Fig. 1: run 1, M1 wires
Supply wires on this layer in grey.
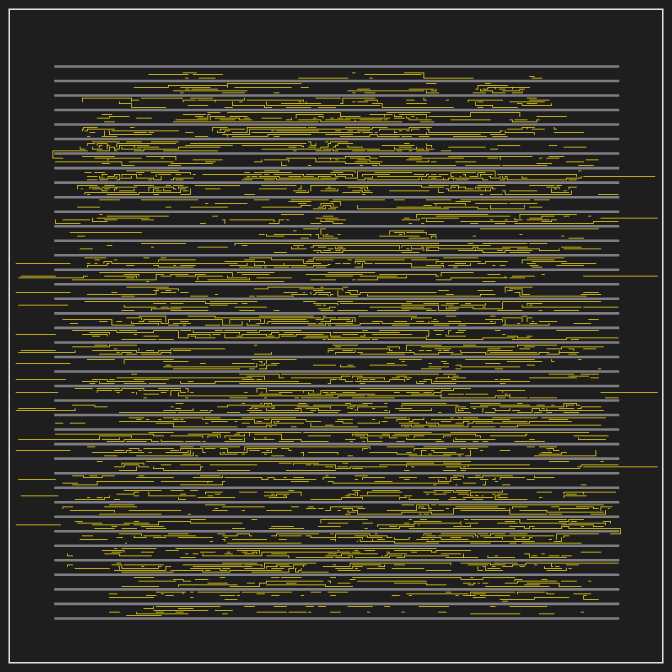
Fig. 2: run 1, the metal 4 layer
The bar under the picture is 20 microns long. Supply wires on this layer in grey. Cells faint in the background.
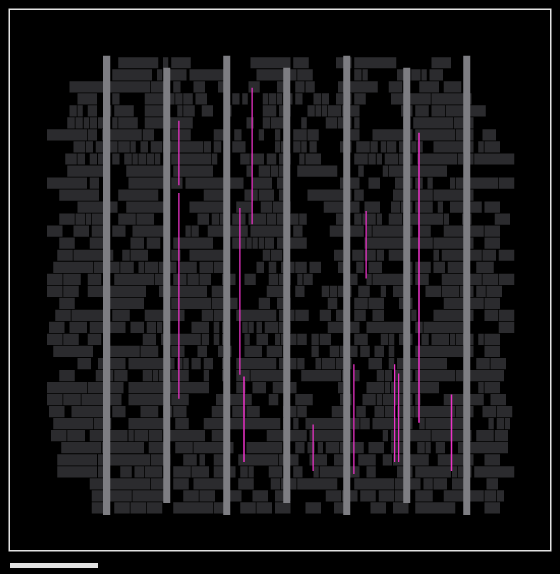
Fig. 3: run 1, placed cells, one colour a class
The bar under the picture is 20 microns long. Fill, decap, tap and diode cells in grey.
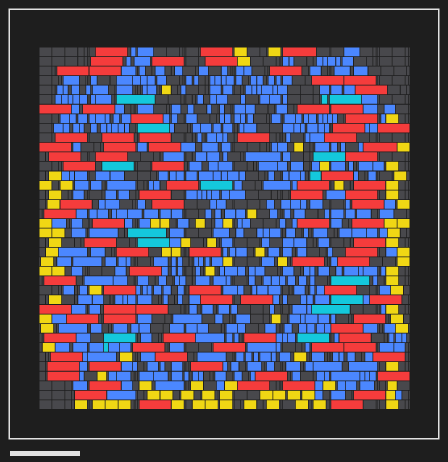
## src/rtl/grid_uart_pkg.sv

```systemverilog
// Shared types and constants for the grid UART debug dump: serializer states, ASCII codes,
// frame geometry and the nibble-to-hex-character mapping.
package grid_uart_pkg;

  typedef enum logic [1:0] {
    StIdle,
    StStart,
    StData,
    StStop
  } tx_state_e;

  localparam logic [7:0] AsciiCr   = 8'h0D;
  localparam logic [7:0] AsciiLf   = 8'h0A;
  localparam logic [7:0] AsciiEsc  = 8'h1B;
  localparam logic [7:0] AsciiLbrk = 8'h5B;
  localparam logic [7:0] AsciiH    = 8'h48;

  localparam int unsigned ROW_BYTES = 6;
  localparam int unsigned HDR_BYTES = 3;

  function automatic logic [7:0] hex_ascii(input logic [3:0] nibble);
    if (nibble < 4'd10) begin
      return 8'h30 + {4'h0, nibble};
    end
    return 8'h37 + {4'h0, nibble};
  endfunction

endpackage

```

## src/rtl/uart_tx_byte.sv

```systemverilog
// 8N1 byte serializer with a valid/ready input. Owns the bit-time counter, bit index and the
// registered tx line; ready is high only while idle.
module uart_tx_byte
  import grid_uart_pkg::*;
#(
  parameter int unsigned ClksPerBit = 87
) (
  input  logic       clk_i,
  input  logic       rst_i,
  input  logic       valid_i,
  input  logic [7:0] data_i,
  output logic       ready_o,
  output logic       tx_o
);

  localparam int unsigned CntW = (ClksPerBit > 1) ? $clog2(ClksPerBit) : 1;
  localparam logic [CntW-1:0] CntLast     = CntW'(ClksPerBit - 1);
  localparam logic [CntW-1:0] CntStopLast = CntW'(ClksPerBit - 2);

  tx_state_e       state_q, state_d;
  logic [CntW-1:0] cnt_q, cnt_d;
  logic [2:0]      bit_q, bit_d;
  logic [7:0]      shift_q, shift_d;
  logic            tx_q, tx_d;

  assign tx_o    = tx_q;
  assign ready_o = (state_q == StIdle);

  // The stop bit's final cycle is spent in StIdle, so a waiting byte is taken with no gap.
  always_comb begin
    state_d = state_q;
    cnt_d   = cnt_q;
    bit_d   = bit_q;
    shift_d = shift_q;
    tx_d    = tx_q;
    unique case (state_q)
      StIdle: begin
        tx_d = 1'b1;
        if (valid_i) begin
          shift_d = data_i;
          cnt_d   = '0;
          tx_d    = 1'b0;
          state_d = StStart;
        end
      end
      StStart: begin
        if (cnt_q == CntLast) begin
          cnt_d   = '0;
          bit_d   = '0;
          tx_d    = shift_q[0];
          state_d = StData;
        end else begin
          cnt_d = cnt_q + 1'b1;
        end
      end
      StData: begin
        if (cnt_q == CntLast) begin
          cnt_d = '0;
          if (bit_q == 3'd7) begin
            tx_d    = 1'b1;
            state_d = StStop;
          end else begin
            bit_d   = bit_q + 3'd1;
            shift_d = {1'b0, shift_q[7:1]};
            tx_d    = shift_q[1];
          end
        end else begin
          cnt_d = cnt_q + 1'b1;
        end
      end
      StStop: begin
        if (cnt_q == CntStopLast) begin
          cnt_d   = '0;
          state_d = StIdle;
        end else begin
          cnt_d = cnt_q + 1'b1;
        end
      end
      default: state_d = StIdle;
    endcase
  end

  always_ff @(posedge clk_i or posedge rst_i) begin
    if (rst_i) begin
      state_q <= StIdle;
      cnt_q   <= '0;
      bit_q   <= '0;
      shift_q <= '0;
      tx_q    <= 1'b1;
    end else begin
      state_q <= state_d;
      cnt_q   <= cnt_d;
      bit_q   <= bit_d;
      shift_q <= shift_d;
      tx_q    <= tx_d;
    end
  end

endmodule

```

## src/rtl/grid_uart_tx.sv

```systemverilog
// Dumps the 4x4 board as ASCII hex rows over an 8N1 UART whenever it changes or on request.
// Define GRID_UART_HEADER_EN to prefix each frame with ESC [ H (cursor home).
module grid_uart_tx
  import grid_uart_pkg::*;
#(
  parameter int unsigned CLKS_PER_BIT = 87
) (
  input  logic        clk,
  input  logic        rst,
  input  logic [63:0] grid,
  input  logic        send_req,
  output logic        tx,
  output logic        busy,
  output logic        frame_done
);

`ifdef GRID_UART_HEADER_EN
  localparam bit HdrEn = 1'b1;
`else
  localparam bit HdrEn = 1'b0;
`endif

  logic [63:0] snap_q, snap_d;
  logic [63:0] last_sent_q, last_sent_d;
  logic        req_pend_q, req_pend_d;
  logic        busy_q, busy_d;
  logic        frame_done_q, frame_done_d;
  logic        all_sent_q, all_sent_d;
  logic        in_hdr_q, in_hdr_d;
  logic [1:0]  row_q, row_d;
  logic [2:0]  chr_q, chr_d;

  logic        trigger, byte_valid, byte_ready, accept;
  logic [7:0]  byte_data;
  logic [63:0] board;
  logic [5:0]  nib_sel;
  logic [3:0]  nib;

  assign trigger    = ~busy_q & ((grid != last_sent_q) | req_pend_q | send_req);
  assign byte_valid = trigger | (busy_q & ~all_sent_q);
  assign accept     = byte_valid & byte_ready;

  // Byte 0 leaves in the trigger cycle, before snap is loaded, so read the live bus then.
  assign board   = busy_q ? snap_q : grid;
  assign nib_sel = ~{row_q, chr_q[1:0], 2'b00};
  assign nib     = board[nib_sel -: 4];

  always_comb begin
    byte_data = hex_ascii(nib);
    if (in_hdr_q) begin
      if (chr_q == 3'd0) begin
        byte_data = AsciiEsc;
      end else if (chr_q == 3'd1) begin
        byte_data = AsciiLbrk;
      end else begin
        byte_data = AsciiH;
      end
    end else if (chr_q == 3'd4) begin
      byte_data = AsciiCr;
    end else if (chr_q == 3'd5) begin
      byte_data = AsciiLf;
    end
  end

  always_comb begin
    snap_d       = snap_q;
    last_sent_d  = last_sent_q;
    req_pend_d   = req_pend_q;
    busy_d       = busy_q;
    frame_done_d = 1'b0;
    all_sent_d   = all_sent_q;
    in_hdr_d     = in_hdr_q;
    row_d        = row_q;
    chr_d        = chr_q;

    if (trigger) begin
      snap_d      = grid;
      last_sent_d = grid;
      req_pend_d  = 1'b0;
      busy_d      = 1'b1;
    end else if (busy_q && send_req) begin
      req_pend_d = 1'b1;
    end

    if (accept) begin
      if (in_hdr_q) begin
        if (chr_q == 3'(HDR_BYTES - 1)) begin
          in_hdr_d = 1'b0;
          chr_d    = '0;
        end else begin
          chr_d = chr_q + 3'd1;
        end
      end else if (chr_q == 3'(ROW_BYTES - 1)) begin
        chr_d = '0;
        row_d = row_q + 2'd1;
        if (row_q == 2'd3) begin
          all_sent_d = 1'b1;
        end
      end else begin
        chr_d = chr_q + 3'd1;
      end
    end

    // Serializer back in idle after the last byte means its stop bit ends this cycle.
    if (busy_q && all_sent_q && byte_ready) begin
      busy_d       = 1'b0;
      all_sent_d   = 1'b0;
      frame_done_d = 1'b1;
      in_hdr_d     = HdrEn;
    end
  end

  always_ff @(posedge clk or posedge rst) begin
    if (rst) begin
      snap_q       <= '0;
      last_sent_q  <= '0;
      req_pend_q   <= 1'b0;
      busy_q       <= 1'b0;
      frame_done_q <= 1'b0;
      all_sent_q   <= 1'b0;
      in_hdr_q     <= HdrEn;
      row_q        <= '0;
      chr_q        <= '0;
    end else begin
      snap_q       <= snap_d;
      last_sent_q  <= last_sent_d;
      req_pend_q   <= req_pend_d;
      busy_q       <= busy_d;
      frame_done_q <= frame_done_d;
      all_sent_q   <= all_sent_d;
      in_hdr_q     <= in_hdr_d;
      row_q        <= row_d;
      chr_q        <= chr_d;
    end
  end

  uart_tx_byte #(
    .ClksPerBit(CLKS_PER_BIT)
  ) u_tx_byte (
    .clk_i  (clk),
    .rst_i  (rst),
    .valid_i(byte_valid),
    .data_i (byte_data),
    .ready_o(byte_ready),
    .tx_o   (tx)
  );

  assign busy       = busy_q;
  assign frame_done = frame_done_q;

endmodule

```

## config.mk

```make
export PLATFORM = sky130hd
export DESIGN_NAME = grid_uart_tx
export DESIGN_NICKNAME = d
export VERILOG_FILES = /design/src/rtl/grid_uart_pkg.sv /design/src/rtl/uart_tx_byte.sv /design/src/rtl/grid_uart_tx.sv
export SDC_FILE = /design/constraint.sdc
export NUM_CORES = 1
export LEC_CHECK = 0
export CAP_MARGIN = 20
export CORE_MARGIN = 8
export CORE_UTILIZATION = 55
export DETAILED_ROUTE_END_ITERATION = 6
export MAX_ROUTING_LAYER = met4
export PLACE_DENSITY_LB_ADDON = 0.1
export SLEW_MARGIN = 20
export SYNTH_ARGS = -nofsm -noshare
export SYNTH_HDL_FRONTEND = slang
export SYNTH_SLANG_ARGS = --single-unit
```

## constraint.sdc

```tcl
create_clock -name clk -period 4.4 [get_ports clk]
set_input_delay 0.44 -clock clk [delete_from_list [all_inputs] [get_ports clk]]
set_output_delay 0.44 -clock clk [all_outputs]
set_load 0.03 [all_outputs]
```

==> results.toml, run 1 <==
# generated from flow reports
[yosys]
yosysUniqueCellTypes = 73
syn_inst = 619
synthAoiAreaFrac_pct = 17.89
yosysMostFrequentCell = "dfrtp_1"

[sta]
max_slew_margin_pct = 47.86
fin_hold_ws_ns = 0.5102
max_freq_ghz = 0.2520
fin_ws_ns = 0.4322

[flow_run]
warnings = 32
cap_violations = 0

[setup_path]
crit_path_top_delay_cell = "a2111oi_0"
endpoint_kind = "register"
start_kind = "input pin"
crit_type = "in2reg"
regToRegEndpoint = "u_tx_byte.shift_q[1]"
rrSetupSlack_ns = 0.61

[finish]
syn2layout_area_growth_pct = 20.32
clockBufferCount = 10
final_cell_mix = "92 x dfrtp_1, 69 x clkdlybuf4s50_1, 52 x mux2_2"
nFlopsAndLatches = 94
fillers = 867

[detailed_routing]
via_per_inst = 6.408
wl_per_cell_microns = 21.88
m1WireLength_microns = 8123

[global_route]
grt_pass1_vias = 5416
grt_busiest_layer = "met2"
use_met2_pct = 37.99
antenna_found_initial = 0
grt_usage_pct = 26.03

[die]
die_h_microns = 122.1
tap_cells = 140

[pwr]
pwr-share-seq_pct = 43.6
sequentialPower_w = 0.000912
power.combinational.fraction_pct = 10.7
intPower_w = 0.001623
power_leader = "clock"
p_sw_share_pct = 22.45

[hold_path]
holdPathStages = 2

[clock_tree]
clk_latency_ns = 0.35
holdBufCountCts = 0

[placed_design]
placed_area_sq_um = 7084

[status]
status = "completed"
## Picture notes: Fig. 1
719 nets have wire on it. The layer carries 8120 microns of wire. The layer holds 45% of the routed length.
via count: 5338
Routed WL: 18230 microns
GR Util met1: 36.15%

## Picture notes: Fig. 2
The wires run mostly vertical. 11 nets have wire on it. The longest straight run is 65.3 microns. The layer holds 1.8% of the routed length. The layer carries 321 microns of wire.

## Picture notes: Fig. 3
Key: clock drivers and dummy loads = cyan [cells 16, share of their area 5.0%]; all other logic = blue [cells 493, share of their area 51%]; other buffers and delay cells = yellow [cells 90, share of their area 12%]; flip-flops = red [cells 94, share of their area 32%]
Core Region: 10940 sq um
Design Area, Final: 7447 sq um
sequential cell area share: 31.62%
post-layout util: 68.10%

==> run 1 -> run 2 <==
--- a/config.mk
+++ b/config.mk
@@ -15,3 +15,4 @@
 export SYNTH_ARGS = -nofsm -noshare
 export SYNTH_HDL_FRONTEND = slang
 export SYNTH_SLANG_ARGS = --single-unit
+export TNS_END_PERCENT = 10
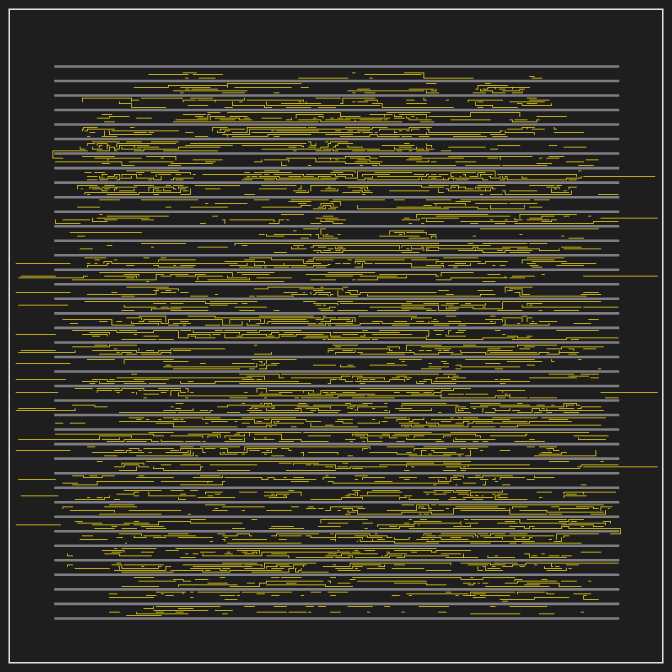
Fig. 4. M1 wires (run 2).
Supply wires on this layer in grey.
The wires run mostly horizontal. 719 nets have wire on it.

==> results.toml, run 2 <==
# generated from flow reports
[pwr]
power.combinational.fraction_pct = 10.7
power_leader = "clock"
sequentialPower_w = 0.000912
p_sw_share_pct = 22.45
pwr-share-seq_pct = 43.6
intPower_w = 0.001623

[detailed_routing]
wl_per_cell_microns = 21.88
num_vias = 5338
m1WireLength_microns = 8123
via_per_inst = 6.408
routed_wl_microns = 18230

[flow_run]
cap_violations = 0

[status]
status = "completed"

[sta]
max_slew_margin_pct = 47.86
fin_ws_ns = 0.4322
fin_hold_ws_ns = 0.5102
max_freq_ghz = 0.2520

[finish]
nFlopsAndLatches = 94
sh_seq_area_pct = 31.62
syn2layout_area_growth_pct = 20.32
final_cell_mix = "92 x dfrtp_1, 69 x clkdlybuf4s50_1, 52 x mux2_2"
clockBufferCount = 10
final_util_pct = 68.10

[yosys]
yosysUniqueCellTypes = 73
yosysMostFrequentCell = "dfrtp_1"
synthAoiAreaFrac_pct = 17.89

[clock_tree]
clk_latency_ns = 0.35

[global_route]
grt_pass1_vias = 5416
use_met2_pct = 37.99
grt_usage_pct = 26.03
antenna_found_initial = 0

[die]
core-area_sq_um = 10940
tap_cells = 140

[setup_path]
regToRegEndpoint = "u_tx_byte.shift_q[1]"
crit_path_top_delay_cell = "a2111oi_0"
endpoint_kind = "register"
==> run 2 -> run 3 <==
--- a/config.mk
+++ b/config.mk
@@ -6,6 +6,7 @@
 export NUM_CORES = 1
 export LEC_CHECK = 0
 export CAP_MARGIN = 20
+export CORE_ASPECT_RATIO = 1.2
 export CORE_MARGIN = 8
 export CORE_UTILIZATION = 55
 export DETAILED_ROUTE_END_ITERATION = 6
==> constraint.sdc (replaced) <==
create_clock -name clk -period 4.08 [get_ports clk]
set_input_delay 0.408 -clock clk [delete_from_list [all_inputs] [get_ports clk]]
set_output_delay 0.408 -clock clk [all_outputs]
set_load 0.1 [all_outputs]
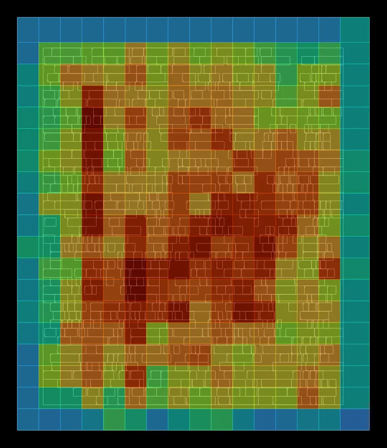
Fig. 5. Congestion heat map (run 3).
global-route usage over all layers: 25.95%
GR peak layer: met2
GR Util met1: 29.15%
met2 Track Usage GR: 44.45%
post-layout util: 67.89%

==> results.toml, run 3 <==
# generated from flow reports
[status]
status = "completed"

[finish]
biggestCellCategory = "logic gates"
fillers = 872
nFlopsAndLatches = 94
sh_seq_area_pct = 31.58
syn2layout_area_growth_pct = 20.46
clockBufferCount = 12
final_cell_mix = "92 x dfrtp_1, 69 x clkdlybuf4s50_1, 52 x mux2_2"
post-route-cell-area_sq_um = 7456

[pwr]
p_sw_share_pct = 24.99
pwr-share-seq_pct = 48.4
cellPowerDensity_nw_per_um2 = 272.5
power_leader = "sequential cells"
power.combinational.fraction_pct = 12.0
sequentialPower_w = 0.000983
intPower_w = 0.001524

[yosys]
synth-xor-area-share_pct = 6.509
synthAoiAreaFrac_pct = 17.89
synth-seq-cells = 94
yosysMostFrequentCell = "dfrtp_1"
top_area_cell = "dfrtp_1"
yosysUniqueCellTypes = 73
syn_inst = 619

[clock_tree]
path_clk_slew_ns = 0.07
clk_latency_ns = 0.35
holdBufCountCts = 0

[sta]
fin_hold_ws_ns = 0.3795
max_freq_ghz = 0.2739
finalMaxSlewViolations = 0
worst_pin_slew_ns = 0.9697
fin_ws_ns = 0.4288

[setup_path]
crit_type = "in2reg"
endpoint_kind = "register"
crit_path_top_delay_cell = "or3_1"
startpoint = "grid[19]"
cp.arrival_ns = 3.91
rrSetupSlack_ns = 0.51
start_kind = "input pin"
regToRegEndpoint = "u_tx_byte.shift_q[1]"

[placed_design]
placed_area_sq_um = 7178

[die]
core-area_sq_um = 10980
tap_cells = 132
die_h_microns = 132.2

[detailed_routing]
m1WireLength_microns = 7329
drc = 0
routed_wl_microns = 18550
via_per_inst = 6.437
met3_length_microns = 788

[flow_run]
warnings = 32
cap_violations = 0

[global_route]
antenna_found_initial = 0

==> notes/layouts.md <==
Pictures saved along the way, in no particular order.

Placement density heat map.
picture 1
11 x 13 tiles, from white (low) to dark blue (high), 0 to 100% covered.
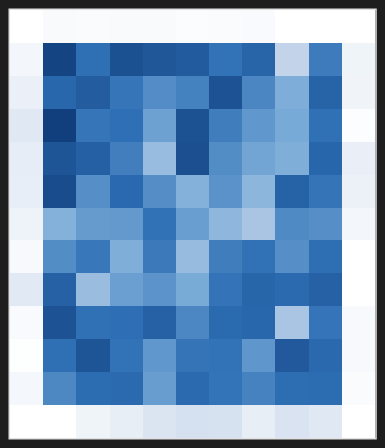
picture 2
12 x 12 tiles, from white (low) to dark blue (high), 0 to 100% covered.
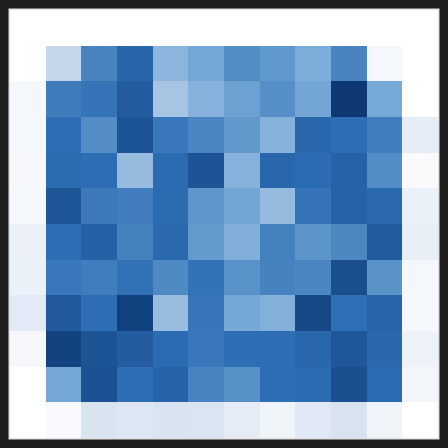
- run 3 = picture 1
- run 1 = picture 2

Key to picture 2:
The fullest tile reaches 97%. The emptiest ninth of the die: north-east. The densest ninth of the die: centre. The mean over all tiles is 49%.

Power and IR drop assume default switching activity.
